**src/rtl/fc_pkg.sv**
```systemverilog
// Shared FSM states, adjust-direction encodings and duration helpers for fc_lock_ctrl.
package fc_pkg;

  typedef enum logic [2:0] {
    ST_IDLE    = 3'd0,
    ST_LOAD    = 3'd1,
    ST_MEASURE = 3'd2,
    ST_ADJUST  = 3'd3,
    ST_LOCKED  = 3'd4,
    ST_FAIL    = 3'd5
  } fc_state_e;

  localparam logic [1:0] INC  = 2'b01;
  localparam logic [1:0] DEC  = 2'b10;
  localparam logic [1:0] HOLD = 2'b00;

  localparam int DUR_W = 16;

  function automatic logic [DUR_W-1:0] dur_sat_inc(input logic [DUR_W-1:0] d);
    if (d == {DUR_W{1'b1}}) begin
      dur_sat_inc = d;
    end else begin
      dur_sat_inc = d + 16'd1;
    end
  endfunction

endpackage

```
**src/rtl/fc_edge_counter.sv**
```systemverilog
// Brings clk_ex into the clk domain and counts its rising edges while enabled.
// The count saturates at all-ones; edges faster than clk/2 are undercounted.
module fc_edge_counter #(
  parameter int W = 8
) (
  input  logic         clk,
  input  logic         rst_n,
  input  logic         clk_ex,
  input  logic         en,
  input  logic         clr,
  output logic [W-1:0] total
);

  logic         sync_a_r;
  logic         sync_b_r;
  logic         prev_r;
  logic [W-1:0] cnt_r;
  logic         rise_s;

  // two-flop synchroniser plus one history flop for edge detection
  always_ff @(posedge clk or negedge rst_n) begin
    if (!rst_n) begin
      sync_a_r <= 1'b0;
      sync_b_r <= 1'b0;
      prev_r   <= 1'b0;
    end else begin
      sync_a_r <= clk_ex;
      sync_b_r <= sync_a_r;
      prev_r   <= sync_b_r;
    end
  end

  assign rise_s = sync_b_r & ~prev_r;

  // running total including an edge seen in the current cycle
  always_comb begin
    total = cnt_r;
    if (en && rise_s && (cnt_r != {W{1'b1}})) begin
      total = cnt_r + {{(W-1){1'b0}}, 1'b1};
    end else begin
      total = cnt_r;
    end
  end

  // edge accumulator
  always_ff @(posedge clk or negedge rst_n) begin
    if (!rst_n) begin
      cnt_r <= {W{1'b0}};
    end else if (clr) begin
      cnt_r <= {W{1'b0}};
    end else begin
      cnt_r <= total;
    end
  end

endmodule

```
**src/rtl/fc_lock_ctrl.sv**
```systemverilog
// Frequency lock controller: measures clk_ex over a gate window and steps the trim code.
// Optional FC_TRACK_EN: keep measuring after lock and re-adjust when lock is lost.
module fc_lock_ctrl
  import fc_pkg::*;
#(
  parameter int W        = 8,
  parameter int GATE_LEN = 256,
  parameter int TOL      = 2,
  parameter int MAX_WIN  = 64
) (
  input  logic             clk50,
  input  logic             rst_r,
  input  logic             clk_ex,
  input  logic             start,
  input  logic [W-1:0]     set_point,
  input  logic [W-1:0]     min_code,
  input  logic [W-1:0]     max_code,
  input  logic [W-1:0]     init_code,
  input  logic [W-1:0]     step,
  output logic [W-1:0]     code,
  output logic [W-1:0]     count,
  output logic             meas_valid,
  output logic [1:0]       inc_dec,
  output logic             locked,
  output logic             fail,
  output logic [DUR_W-1:0] duration
);

  localparam int                TW        = $clog2(GATE_LEN);
  localparam logic [TW-1:0]     LAST_TICK = TW'(GATE_LEN - 1);
  localparam logic [W:0]        TOL_X     = (W+1)'(TOL);
  localparam logic [DUR_W-1:0]  MAX_WIN_D = DUR_W'(MAX_WIN);

  fc_state_e      state_r;
  logic [TW-1:0]  win_r;
  logic [W-1:0]   total_s;
  logic           meas_en_s;
  logic [W:0]     count_x_s;
  logic [W:0]     sp_x_s;
  logic           in_tol_s;
  logic           too_low_s;
  logic           too_high_s;
  logic           budget_out_s;
  logic [W:0]     up_sum_s;
  logic [W-1:0]   up_code_s;
  logic [W-1:0]   dn_code_s;
  logic [W-1:0]   init_clamp_s;

  assign meas_en_s = (state_r == ST_MEASURE);

  fc_edge_counter #(.W(W)) u_edge_counter (
    .clk    (clk50),
    .rst_n  (rst_r),
    .clk_ex (clk_ex),
    .en     (meas_en_s),
    .clr    (~meas_en_s),
    .total  (total_s)
  );

  // one guard bit keeps set_point +/- TOL from wrapping
  assign count_x_s    = {1'b0, count};
  assign sp_x_s       = {1'b0, set_point};
  assign in_tol_s     = ((count_x_s + TOL_X) >= sp_x_s) && (count_x_s <= (sp_x_s + TOL_X));
  assign too_low_s    = (count_x_s + TOL_X) < sp_x_s;
  assign too_high_s   = count_x_s > (sp_x_s + TOL_X);
  assign budget_out_s = (duration == MAX_WIN_D) && !locked;
  assign up_sum_s     = {1'b0, code} + {1'b0, step};

  // next code candidates, clamped to the programmed bounds
  always_comb begin
    if (up_sum_s > {1'b0, max_code}) begin
      up_code_s = max_code;
    end else begin
      up_code_s = up_sum_s[W-1:0];
    end
    if ({1'b0, code} < ({1'b0, min_code} + {1'b0, step})) begin
      dn_code_s = min_code;
    end else begin
      dn_code_s = code - step;
    end
    if (init_code < min_code) begin
      init_clamp_s = min_code;
    end else if (init_code > max_code) begin
      init_clamp_s = max_code;
    end else begin
      init_clamp_s = init_code;
    end
  end

  // control FSM with registered outputs
  always_ff @(posedge clk50 or negedge rst_r) begin
    if (!rst_r) begin
      state_r    <= ST_IDLE;
      win_r      <= {TW{1'b0}};
      code       <= {W{1'b0}};
      count      <= {W{1'b0}};
      meas_valid <= 1'b0;
      inc_dec    <= HOLD;
      locked     <= 1'b0;
      fail       <= 1'b0;
      duration   <= {DUR_W{1'b0}};
    end else begin
      meas_valid <= 1'b0;
      if (!start) begin
        state_r <= ST_IDLE;
        win_r   <= {TW{1'b0}};
        inc_dec <= HOLD;
        locked  <= 1'b0;
        fail    <= 1'b0;
      end else begin
        case (state_r)
          ST_IDLE: begin
            state_r <= ST_LOAD;
          end
          ST_LOAD: begin
            win_r    <= {TW{1'b0}};
            duration <= {DUR_W{1'b0}};
            locked   <= 1'b0;
            inc_dec  <= HOLD;
            if (min_code > max_code) begin
              fail    <= 1'b1;
              state_r <= ST_FAIL;
            end else begin
              fail    <= 1'b0;
              code    <= init_clamp_s;
              state_r <= ST_MEASURE;
            end
          end
          ST_MEASURE: begin
            if (win_r == LAST_TICK) begin
              win_r      <= {TW{1'b0}};
              count      <= total_s;
              meas_valid <= 1'b1;
              duration   <= dur_sat_inc(duration);
              state_r    <= ST_ADJUST;
            end else begin
              win_r <= win_r + TW'(1);
            end
          end
          ST_ADJUST: begin
            if (in_tol_s) begin
              locked  <= 1'b1;
              inc_dec <= HOLD;
              state_r <= ST_LOCKED;
            end else begin
`ifdef FC_TRACK_EN
              if (locked) begin
                locked   <= 1'b0;
                duration <= {DUR_W{1'b0}};
              end
`endif
              if (budget_out_s) begin
                fail    <= 1'b1;
                inc_dec <= HOLD;
                state_r <= ST_FAIL;
              end else if (too_low_s && (code != max_code)) begin
                inc_dec <= INC;
                code    <= up_code_s;
                state_r <= ST_MEASURE;
              end else if (too_high_s && (code != min_code)) begin
                inc_dec <= DEC;
                code    <= dn_code_s;
                state_r <= ST_MEASURE;
              end else begin
                // code already pinned at the bound it needs to move past
                fail    <= 1'b1;
                inc_dec <= HOLD;
                state_r <= ST_FAIL;
              end
            end
          end
          ST_LOCKED: begin
`ifdef FC_TRACK_EN
            state_r <= ST_MEASURE;
`else
            state_r <= ST_LOCKED;
`endif
          end
          ST_FAIL: begin
            state_r <= ST_FAIL;
          end
          default: begin
            state_r <= ST_IDLE;
          end
        endcase
      end
    end
  end

endmodule

```
**config.mk**
```make
export PLATFORM = sky130hd
export DESIGN_NAME = fc_lock_ctrl
export DESIGN_NICKNAME = d
export VERILOG_FILES = /design/src/rtl/fc_pkg.sv /design/src/rtl/fc_edge_counter.sv /design/src/rtl/fc_lock_ctrl.sv
export SDC_FILE = /design/constraint.sdc
export NUM_CORES = 1
export LEC_CHECK = 0
export CORE_MARGIN = 2
export CORE_UTILIZATION = 60
export DETAILED_ROUTE_END_ITERATION = 7
export MAX_ROUTING_LAYER = met4
export PLACE_DENSITY = 0.86
export SYNTH_ARGS = -nofsm -noshare
export SYNTH_HDL_FRONTEND = slang
export SYNTH_HIERARCHICAL = 1
export SYNTH_SLANG_ARGS = --single-unit
```
**constraint.sdc**
```tcl
create_clock -name clk50 -period 7.25 [get_ports clk50]
set_input_delay 2.175 -clock clk50 [delete_from_list [all_inputs] [get_ports clk50]]
set_output_delay 2.175 -clock clk50 [all_outputs]
set_load 0.01 [all_outputs]
```
**Run 1: congestion heat map**

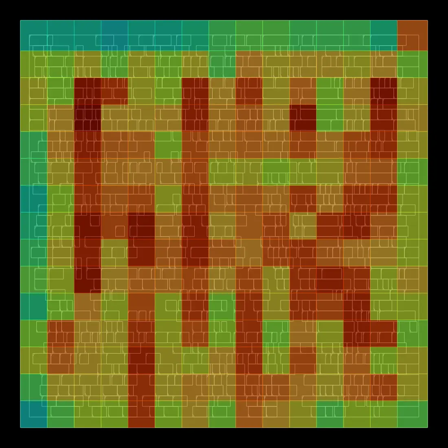
average detailed-routed wire length per instance: 20.2 um
met1 global-route usage: 43.4%
Total GRT Usage: 35.4%
Layout Utilization: 72.9%

**Run 1: M2 wires**

Cells faint in the background.
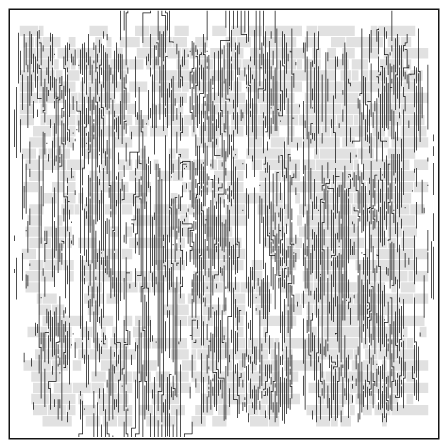
The wires run mostly vertical. 777 nets have wire on it. The layer holds 49% of the routed length. The layer carries 9,130 um of wire.
Final Routed Wirelength: 18,500 um
met2 GRT Util: 59.7%
vias: 5,841

==> results.txt, run 1 <==
The layout was made with Yosys and OpenROAD.

The number of nets at floorplan is 827. Entering global routing, the biggest net connects 33 pins. The final layout net count is 907. The effective utilization at floorplan is 61.9%. The proportion of register bits with asynchronous set or reset after synthesis is 100%.

The minimum clock period is 6.45 ns. The cell area after synthesis is 6050 um^2. The run finished with clean final reports.

The worst path uses 89.0% of the clock period. The clock tree root buffer cell is clkbuf_8. The data required time of the worst path is 7.48 ns. For flop-to-flop paths, the worst setup slack is 2.63 ns. The worst setup slack after placement is 0.541 ns. The level count of the clock H-tree is 3. The number of global-route vias before repair came to 5,861. The library cell with the largest summed area after synthesis is dfrtp_1. The delay contributed by the slowest stage of the critical path is 0.53 ns.

The most common cell in the synthesized netlist is ha_1. According to the I/O placement log, the pin count is 81. The worst hold path stage count is 0.

The DRC violations left is 0. The floorplan step defined a die boundary enclosing 10,900 um^2. The script extracted a total leakage power of 3.25 nW. The number of hold buffers added after CTS was 0. In the Yosys report the total cell count is 698. The kind of launch point of the worst setup path is an input port.

The startpoint of the most critical hold path is u_edge_counter/sync_a_r. Per the layout report, the design carries 762 filler cells. The row count is 36. The endpoint identified for the worst register-to-register timing path is code[2]. Setup repair after global routing left no endpoint under its margin.

The buffer levels on the longest clock path is 2. In this run the layout overhead on the synthesized area is reported as 17.9%. The sum of negative setup slack is 0 ns. The endpoint kind of the worst setup timing path is a flop.

The kind of cell with the highest combined delay along the critical path is AND-OR/OR-AND gates. Across all checked pins, the minimum headroom to the slew limit is 38.8%. The CTS tree is yes. The count of max-cap constraint violations is 0. Traced cell by cell, the critical path runs through clkdlybuf4s50_1, inv_1, ha_1, nor2b_1, a211o_1, a211oi_1, ha_1, a2111oi_0, o21ai_0, o221ai_1, nand3_1, mux2_2, o22a_1, a31o_2. For reference, the top cells by count after synthesis are 82 x ha_1, 59 x dfrtp_1, 51 x nand2_1, 50 x inv_1, 43 x nor2_1.

The summed standard-cell area reported by yosys is 6050 um^2.
**Run 1: signal wires on met3**

Scale bar: 20 um.
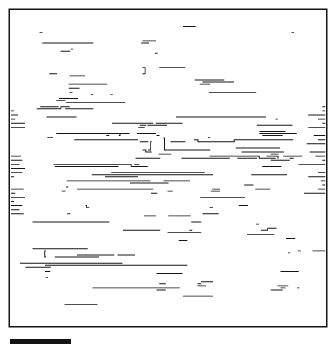
The longest straight run is 46.7 um. The layer holds 6.4% of the routed length.

**Run 1: gate families picked out**

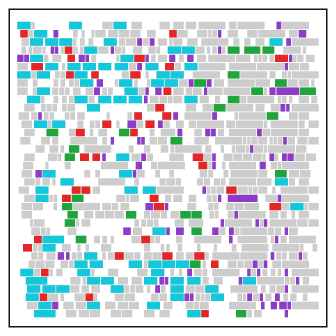
Key: green = multiplexers [cells 28]; cyan = adder and majority cells [cells 85]; purple = NAND gates [cells 103, where spread over the die]; red = AND-OR and OR-AND gates [cells 41]

==> run 1: metrics by stage <==
stage | hold WS, ns | utilization [%] | cell area, um^2 | power, mW | std cells
after floorplan | 0.331 | - | 6050 | 1.10 | 698
after global placement | 0.332 | 71.3 | 6970 | 1.38 | 900
after detailed placement | 0.336 | 71.3 | 6970 | 1.41 | 900
after CTS | 0.351 | 72.9 | 7130 | 1.67 | 916
after global routing | 0.361 | 72.9 | 7130 | 1.81 | 916
final | 0.350 | 72.9 | 7130 | 1.69 | 916
==> run 1: kinds of logic (layout without fill, tap and decap cells) <==
group	after synthesis	count (layout)	synth area share, %
and+or+nand+nor	229	229	20.1
buffers and inverters	63	148	4.04
xor gates and xnor gates	57	57	8.26
AOI/OAI and AO/OA	177	177	20.2
muxes	28	28	5.07
adders and majority gates	85	85	18.0
DFF	59	59	24.4
==> run 1: per-layer routing <==
metal	global-route usage (%)	share of wire [%]	vias to the layer above
met4	13.3	3.0	0
met2	59.7	49	263
met3	4.51	6.4	55
li1	-	-	2718
met5	-	0	-
met1	43.4	41	2805
==> run 1: sequential cells by signal, indices dropped and copies added (netlist names) <==
signal	cells
code	8
count	8
duration	16
fail	1
inc_dec	2
locked	1
meas_valid	1
state_r	3
u_edge_counter/cnt_r	8
u_edge_counter/prev_r	1
u_edge_counter/sync_a_r	1
u_edge_counter/sync_b_r	1
win_r	8
==> run 1: report_power, final <==
part           leakage (nW)  total [mW]  switching (mW)  internal, mW
logic                  2.39       0.987           0.550         0.437
clock network        0.0791       0.261           0.139         0.122
registers             0.781       0.442          0.0843         0.358
total                  3.25        1.69           0.772         0.918
==> run 1: worst max-delay path by stage <==
stage          startpoint      end  depth (start not counted)
4_1_cts           step[2]  code[2]                         14
3_3_place_gp      step[5]  code[2]                         14
3_5_place_dp      step[3]  code[2]                         14
6_report          step[3]  code[2]                         14
2_1_floorplan     step[5]  code[2]                         14
5_1_grt           step[2]  code[2]                         14
==> run 1: layout make-up <==
cell class	instances	area, um^2	area share (%)
clock buffer	11	131	1.84
clock inverter	5	30.0	0.421
inverter	50	188	2.63
multi-input combinational	576	4330	60.7
sequential	59	1480	20.7
tap	133	166	2.33
timing repair buffer	82	811	11.4
**Run 1: sequential cells colored by netlist name**

Other sequential cells in the stronger gray, the rest of the logic in the fainter gray.
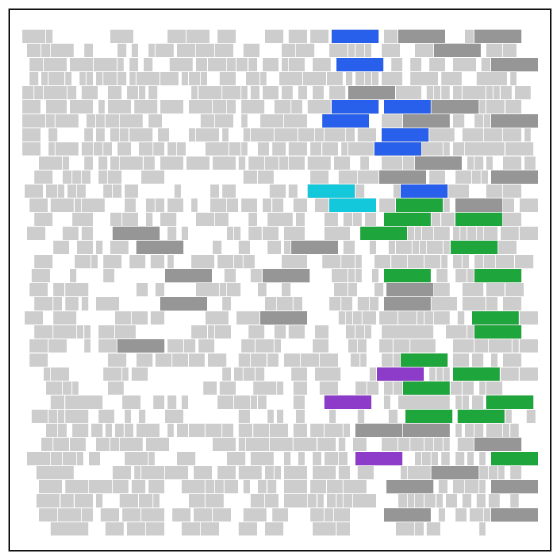

==> run 1 -> run 2 <==
GPL_ROUTABILITY_DRIVEN = 0   (was not set)
**Run 2: sequential cells colored by netlist name**

Other sequential cells in the stronger gray, the rest of the logic in the fainter gray.
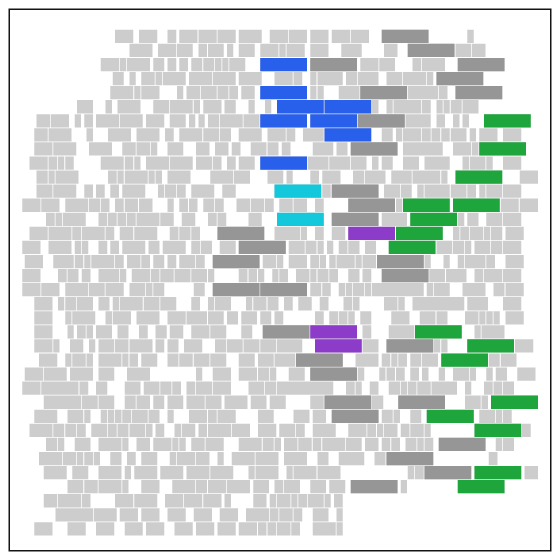
Key: blue = count [sequential cells 8, where top middle]; cyan = inc_dec [sequential cells 2]; green = duration [sequential cells 16]; purple = state_r [sequential cells 3]
Another 30 sequential cells are not colored.
Layout Utilization: 73.2%
register cell area after layout: 1480 um^2
Sequential Power: 0.445 mW
fraction of area in registers: 20.6%

==> results.txt, run 2 <==
The layout was made with Yosys and OpenROAD.

The flow ran to the end, and the final reports show no timing, DRC or antenna violations. Switching power as a fraction of the total was reported as 44.0%. The row count is 36. Setup repair after global routing left no endpoint under its margin.

At the pin with the least slew margin, the transition time is 0.934 ns. The total number of vias is 5,871. The layout overhead on the synthesized area is 18.3%. The sum of negative setup slack is 0 ns. For the finished layout, the period the worst path requires is 6.35 ns. The instance area at placement is 6960 um^2. The final worst hold slack is 0.369 ns. Per the OpenROAD power report, leakage power amounts to 3.27 nW. Ranked by flip-flop count, first place goes to duration. In the finished design, the share of the clock period the worst path needs comes to 87.6%. dfrtp_1 takes more of the synthesized area than any other cell. In this run the cell area of the synthesized design comes to 6050 um^2.

The highest metal layer used by the detailed router is met4. In the post-route report, total wirelength is listed as 16,900 um. Counting instances in the post-synthesis netlist gives the leading cell types as 82 x ha_1, 59 x dfrtp_1, 51 x nand2_1, 50 x inv_1, 43 x nor2_1. During I/O placement, the number of pins put on the boundary was 81. The destination of the worst register-to-register timing path is code[2]. Yosys reports a chip area of 6050 um^2. The detailed router put a total of 6970 um of wire on met1.

The total length of routed met2 wires is 8080 um. The clock passes through at most 2 buffers. The share of total power dissipated in sequential elements is 25.9%. The relative contribution of the clock network to total power is 17.2%. The die width is 104 um. The area of the chip is 10,900 um^2. The kind of launch point of the worst setup path is an input port. The most common cell in the synthesized netlist is ha_1. When the netlist entered floorplanning its net count stood at 827.

TritonCTS built the clock tree. The critical path endpoint has a required time of 7.48 ns. The register with the most flip-flops in the layout has 16 of them.

STA reports a reg2reg setup slack of 2.75 ns. The number of global-route vias before repair is 5,768. For this design, Yosys synthesis ends with a cell count of 698. The met3 wire length is 1290 um. The level count of the clock H-tree is 3. The switching component of the power was reported as 0.755 mW. The number of fill cells is 765.

According to the finish report, the design has a final net count of 906. Entering global routing, the biggest net connects 60 pins. In this run the maximum-capacitance check reported violations numbering 0. The worst-case max-slew headroom was logged as 37.7%. Total power for the finished layout comes to 1.72 mW. Buffers inserted to repair hold after CTS numbered 0. The routed layout reports a DRC error count of 0. Of the total power, combinational logic draws 56.9%. In the global route stage, overall resource usage came out at 32.3%.
**Run 2: gate families picked out**

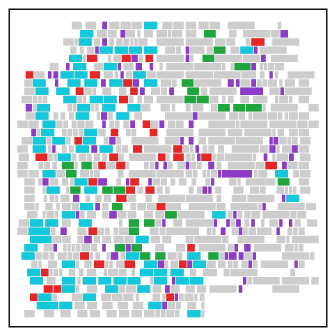
Key: red = AND-OR and OR-AND gates [cells 41]; green = multiplexers [cells 28]; cyan = adder and majority cells [cells 85]; purple = NAND gates [cells 103]

[run 2: kinds of logic after synthesis]
| logic type | count (synthesis) | share of synthesized area [%] |
|---|---|---|
| AND/OR/NAND/NOR | 229 | 20.1 |
| AND-OR/OR-AND | 177 | 20.2 |
| adder cells (fa/ha/maj) | 85 | 18.0 |
| buffers and inverters | 63 | 4.04 |
| flip-flops | 59 | 24.4 |
| XOR/XNOR | 57 | 8.26 |
| multiplexers | 28 | 5.07 |
[run 2: layer usage]
layer,track usage [%],vias up
met1,39.4,2796
met2,53.3,292
li1,-,2723
met4,13.6,0
met3,5.14,60
met5,-,-
[run 2: worst min-delay path by stage]
stage	to	cells past startpoint	slack, ns	from
5_1_grt	u_edge_counter/sync_b_r	0	0.37	u_edge_counter/sync_a_r
2_1_floorplan	u_edge_counter/sync_b_r	0	0.33	u_edge_counter/sync_a_r
3_3_place_gp	u_edge_counter/sync_b_r	0	0.33	u_edge_counter/sync_a_r
3_5_place_dp	u_edge_counter/sync_b_r	0	0.35	u_edge_counter/sync_a_r
6_report	u_edge_counter/sync_b_r	0	0.37	u_edge_counter/sync_a_r
4_1_cts	u_edge_counter/sync_b_r	0	0.36	u_edge_counter/sync_a_r
[run 2: metrics by stage]
| stage | std cells | setup WS, ns |
|---|---|---|
| 2_1_floorplan | 698 | 1.65 |
| 3_3_place_gp | 899 | 0.958 |
| 3_5_place_dp | 899 | 0.719 |
| 4_1_cts | 914 | 1.06 |
| 5_1_grt | 914 | 0.627 |
| 6_report | 914 | 0.900 |
[run 2: area by class of cell]
cell class / instances / area [um^2] / area share, %
multi-input cells: 576 / 4330 / 60.5
flip-flops and latches: 59 / 1480 / 20.6
repair buffers: 81 / 803 / 11.2
inverters: 50 / 188 / 2.62
well taps: 133 / 166 / 2.33
clock buffers: 11 / 141 / 1.98
clock inverters: 4 / 51.3 / 0.717
[run 2: power by group through the flow]
stage / registers [mW] / logic [mW] / clock network (mW)
6_report: 0.445 / 0.976 / 0.296
2_1_floorplan: 0.424 / 0.671 / 0
5_1_grt: 0.446 / 1.06 / 0.314
4_1_cts: 0.440 / 0.948 / 0.298
3_5_place_dp: 0.445 / 0.942 / 0
3_3_place_gp: 0.444 / 0.899 / 0
[run 2: worst max-delay path, stage by stage]
cell and delay [ns]:
clkdlybuf4s50_1 0.55, inv_1 0.07, ha_1 0.40, nand2b_1 0.23
a211o_1 0.29, a211oi_1 0.35, ha_1 0.34, a2111oi_0 0.42
o21ai_0 0.18, o221ai_1 0.40, nand3_1 0.38, mux2_2 0.38
o22a_1 0.17, a31o_2 0.24
**Run 2: M2 wires**

Cells faint in the background.
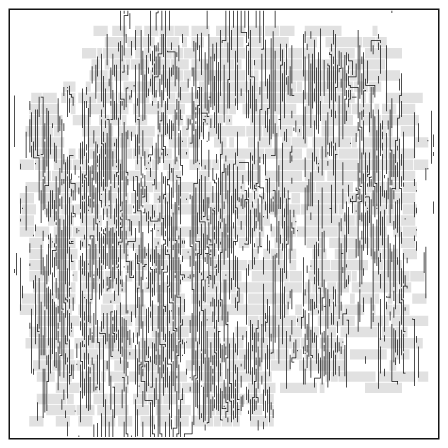

==> run 2 -> run 3 <==
CORE_MARGIN = 1   (was 2)
**Run 3: M2 wires**

Cells faint in the background.
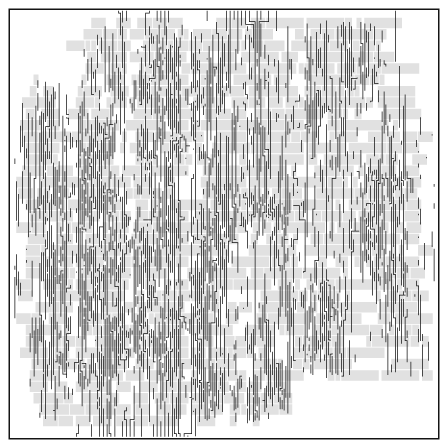
The layer carries 7,690 um of wire. The longest straight run is 43.2 um. 781 nets have wire on it. The wires run mostly vertical. The layer holds 47% of the routed length.

==> results.txt, run 3 <==
The layout was made with Yosys and OpenROAD.

The worst path in the final design needs a cycle of 6.48 ns, including I/O delays and setup. The relative slew slack is 36.6%. Along the critical path, the tally of buffer and inverter instances is 2. The summed standard-cell area reported by yosys is 6050 um^2. The die covers 10,500 um^2. The signal on the critical path passes through clkdlybuf4s50_1, inv_1, ha_1, or2_2, a2111oi_0, a211oi_1, ha_1, a2111oi_0, o21ai_0, o221ai_1, nand3_1, mux2_2, o22a_1, a31o_2. The routed design has 16,500 um of wire. Synthesis instantiated 75 different standard cells from the library. The flow ran to the end, and the final reports show no timing, DRC or antenna violations. Yosys reports that the most numerous cell types are 82 x ha_1, 59 x dfrtp_1, 51 x nand2_1, 50 x inv_1, 43 x nor2_1. The leakage power of the design is 3.28 nW.

During I/O placement, the number of pins put on the boundary was 81. In the synthesized netlist the async set-or-reset flop fraction comes to 100%. For this block, the via count after detailed routing is 5,773.

After routing, the total negative slack on setup checks comes to 0 ns. The pin closest to its max-slew limit shows a slew of 0.952 ns. The setup-violating endpoint count in the final report is 0.

No sink is reached through more buffers than the 2 on the longest clock path. The library cell with the highest instance count after synthesis is ha_1. The endpoint kind of the worst setup timing path is a flop.

The clock net in this run drives a total of 59 sinks. The logs give a warning total of 35. After layout, the worst path uses 89.3% of the clock period.

Post-synth the commonest register cell is dfrtp_1. The cell type that accounts for the most area after synthesis is dfrtp_1. The data required time of the worst path is 7.48 ns. The finished design was reported to have a net count of 906. Buffers added to address setup during post-CTS repair amount to 0. Before placement the cells fill 61.9% of the core. The die width is 102 um. The mapped netlist covers 6050 um^2. The final worst hold slack is 0.362 ns.

Setup repair after global routing left no endpoint under its margin. The row count is 36. Per the CTS log, the root buffer master is clkbuf_8. In the Yosys report the total cell count is 698.

The run reported a max-capacitance violation count of 0. The timing report shows that the slowest cell on the worst path is clkdlybuf4s50_1. The final timing report lists a hold violation count of 0. More flip-flops sit in one register than any other, and that register is duration. The combined global-route utilization of all metal layers is 33.9%.

TritonCTS built the clock tree. Excluding fillers, the count of instances in the completed layout stands at 915. The routed design shows a wire length per standard cell of 18.0 um.

The largest net degree at the start of global routing is 60. In this design, the largest share of critical-path delay is due to AND-OR/OR-AND gates. The number of placed instances with taps included is 899.

The number of nets at floorplan is 827. The layout overhead on the synthesized area is 18.7%. The number of flip-flops in the largest register is 16. The DRC violations left is 0. The report puts the hold buffer count at CTS at 0. The clock tree synthesis step divided the H-tree into 3 levels.

The design draws 1.75 mW. The kind of launch point of the worst setup path is an input port. The number of diodes is 0. Per STA, the highest per-stage delay on the worst path measures 0.53 ns. The number of global-route vias before repair is 5,489.
**Run 3: sequential cells colored by netlist name**

Other sequential cells in the stronger gray, the rest of the logic in the fainter gray.
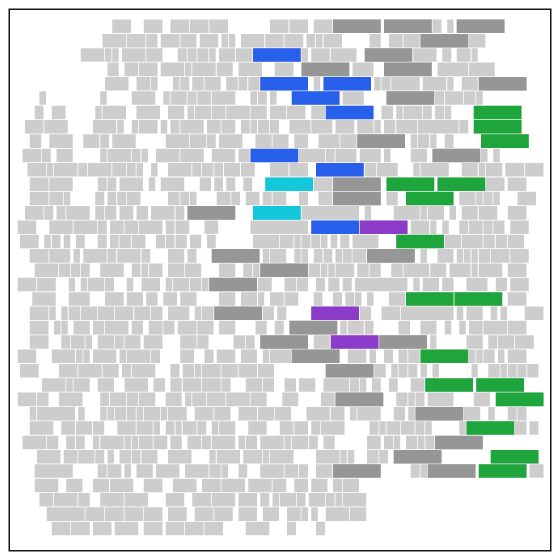
Key: cyan = inc_dec [sequential cells 2]; green = duration [sequential cells 16]; purple = state_r [sequential cells 3]; blue = count [sequential cells 8, where top middle]
Sequential Power: 0.443 mW
Layout Utilization: 73.4%

==> run 3: cell counts after synthesis <==
No cell type changed its count.
==> run 3: worst reg2reg max path, delay by kind of cell, from the launching register on <==
kind,cells,cell delay [ns]
compound gates,7,2.09
fa+ha+maj,2,0.80
simple gates,2,0.72
flops,1,0.52
mux,1,0.39
==> run 3: final cells by class <==
class / instances / area [um^2]
Inverter: 50 / 188
Clock buffer: 10 / 128
Multi-Input combinational cell: 576 / 4330
Timing Repair Buffer: 81 / 803
Tap cell: 133 / 166
Fill cell: 749 / 2600
Sequential cell: 59 / 1480
Clock inverter: 6 / 90.1
==> run 3: final timing paths <==
check | from | to | slack, ns | cells after the start
max | step[5] | code[2] | 0.77 | 14
min | u_edge_counter/sync_a_r | u_edge_counter/sync_b_r | 0.36 | 0
max reg2reg | code[5] | code[2] | 2.64 | 12
min reg2reg | u_edge_counter/sync_a_r | u_edge_counter/sync_b_r | 0.36 | 0
max in group asynchronous | rst_r | u_edge_counter/cnt_r[5] | 4.78 | 2
min in group asynchronous | rst_r | duration[11] | 1.98 | 2
==> run 3: through the flow <==
stage          worst slack [ns]  area [um^2]  util [%]
6_report                  0.772         7180      73.4
5_1_grt                   0.532         7180      73.4
4_1_cts                   0.980         7180      73.4
3_5_place_dp              0.634         6960      71.2
3_3_place_gp              0.954         6960      71.2
2_1_floorplan              1.65         6050         -
==> run 3: kinds of logic (layout without fill, tap and decap cells) <==
kind of cell | after synthesis | in the layout | share of synthesized area [%]
compound gates | 177 | 177 | 20.2
xor+xnor | 57 | 57 | 8.26
fa+ha+maj | 85 | 85 | 18.0
buf+inv | 63 | 147 | 4.04
flops | 59 | 59 | 24.4
mux | 28 | 28 | 5.07
simple gates | 229 | 229 | 20.1
==> run 3: where the power goes <==
group          internal, mW  leakage, nW  switching, mW
Clock                 0.194        0.106          0.135
Combinational         0.438         2.39          0.538
Sequential            0.358        0.781         0.0856
==> run 3: routing by layer <==
metal / track usage, % / up-vias / share of wire (%)
met3: 5.68 / 60 / 7.1
li1: - / 2730 / -
met2: 53.8 / 259 / 47
met4: 15.8 / 0 / 3.7
met1: 41.9 / 2724 / 43
met5: - / - / 0
No activity file was given, so power comes from the tool's default toggle rates.
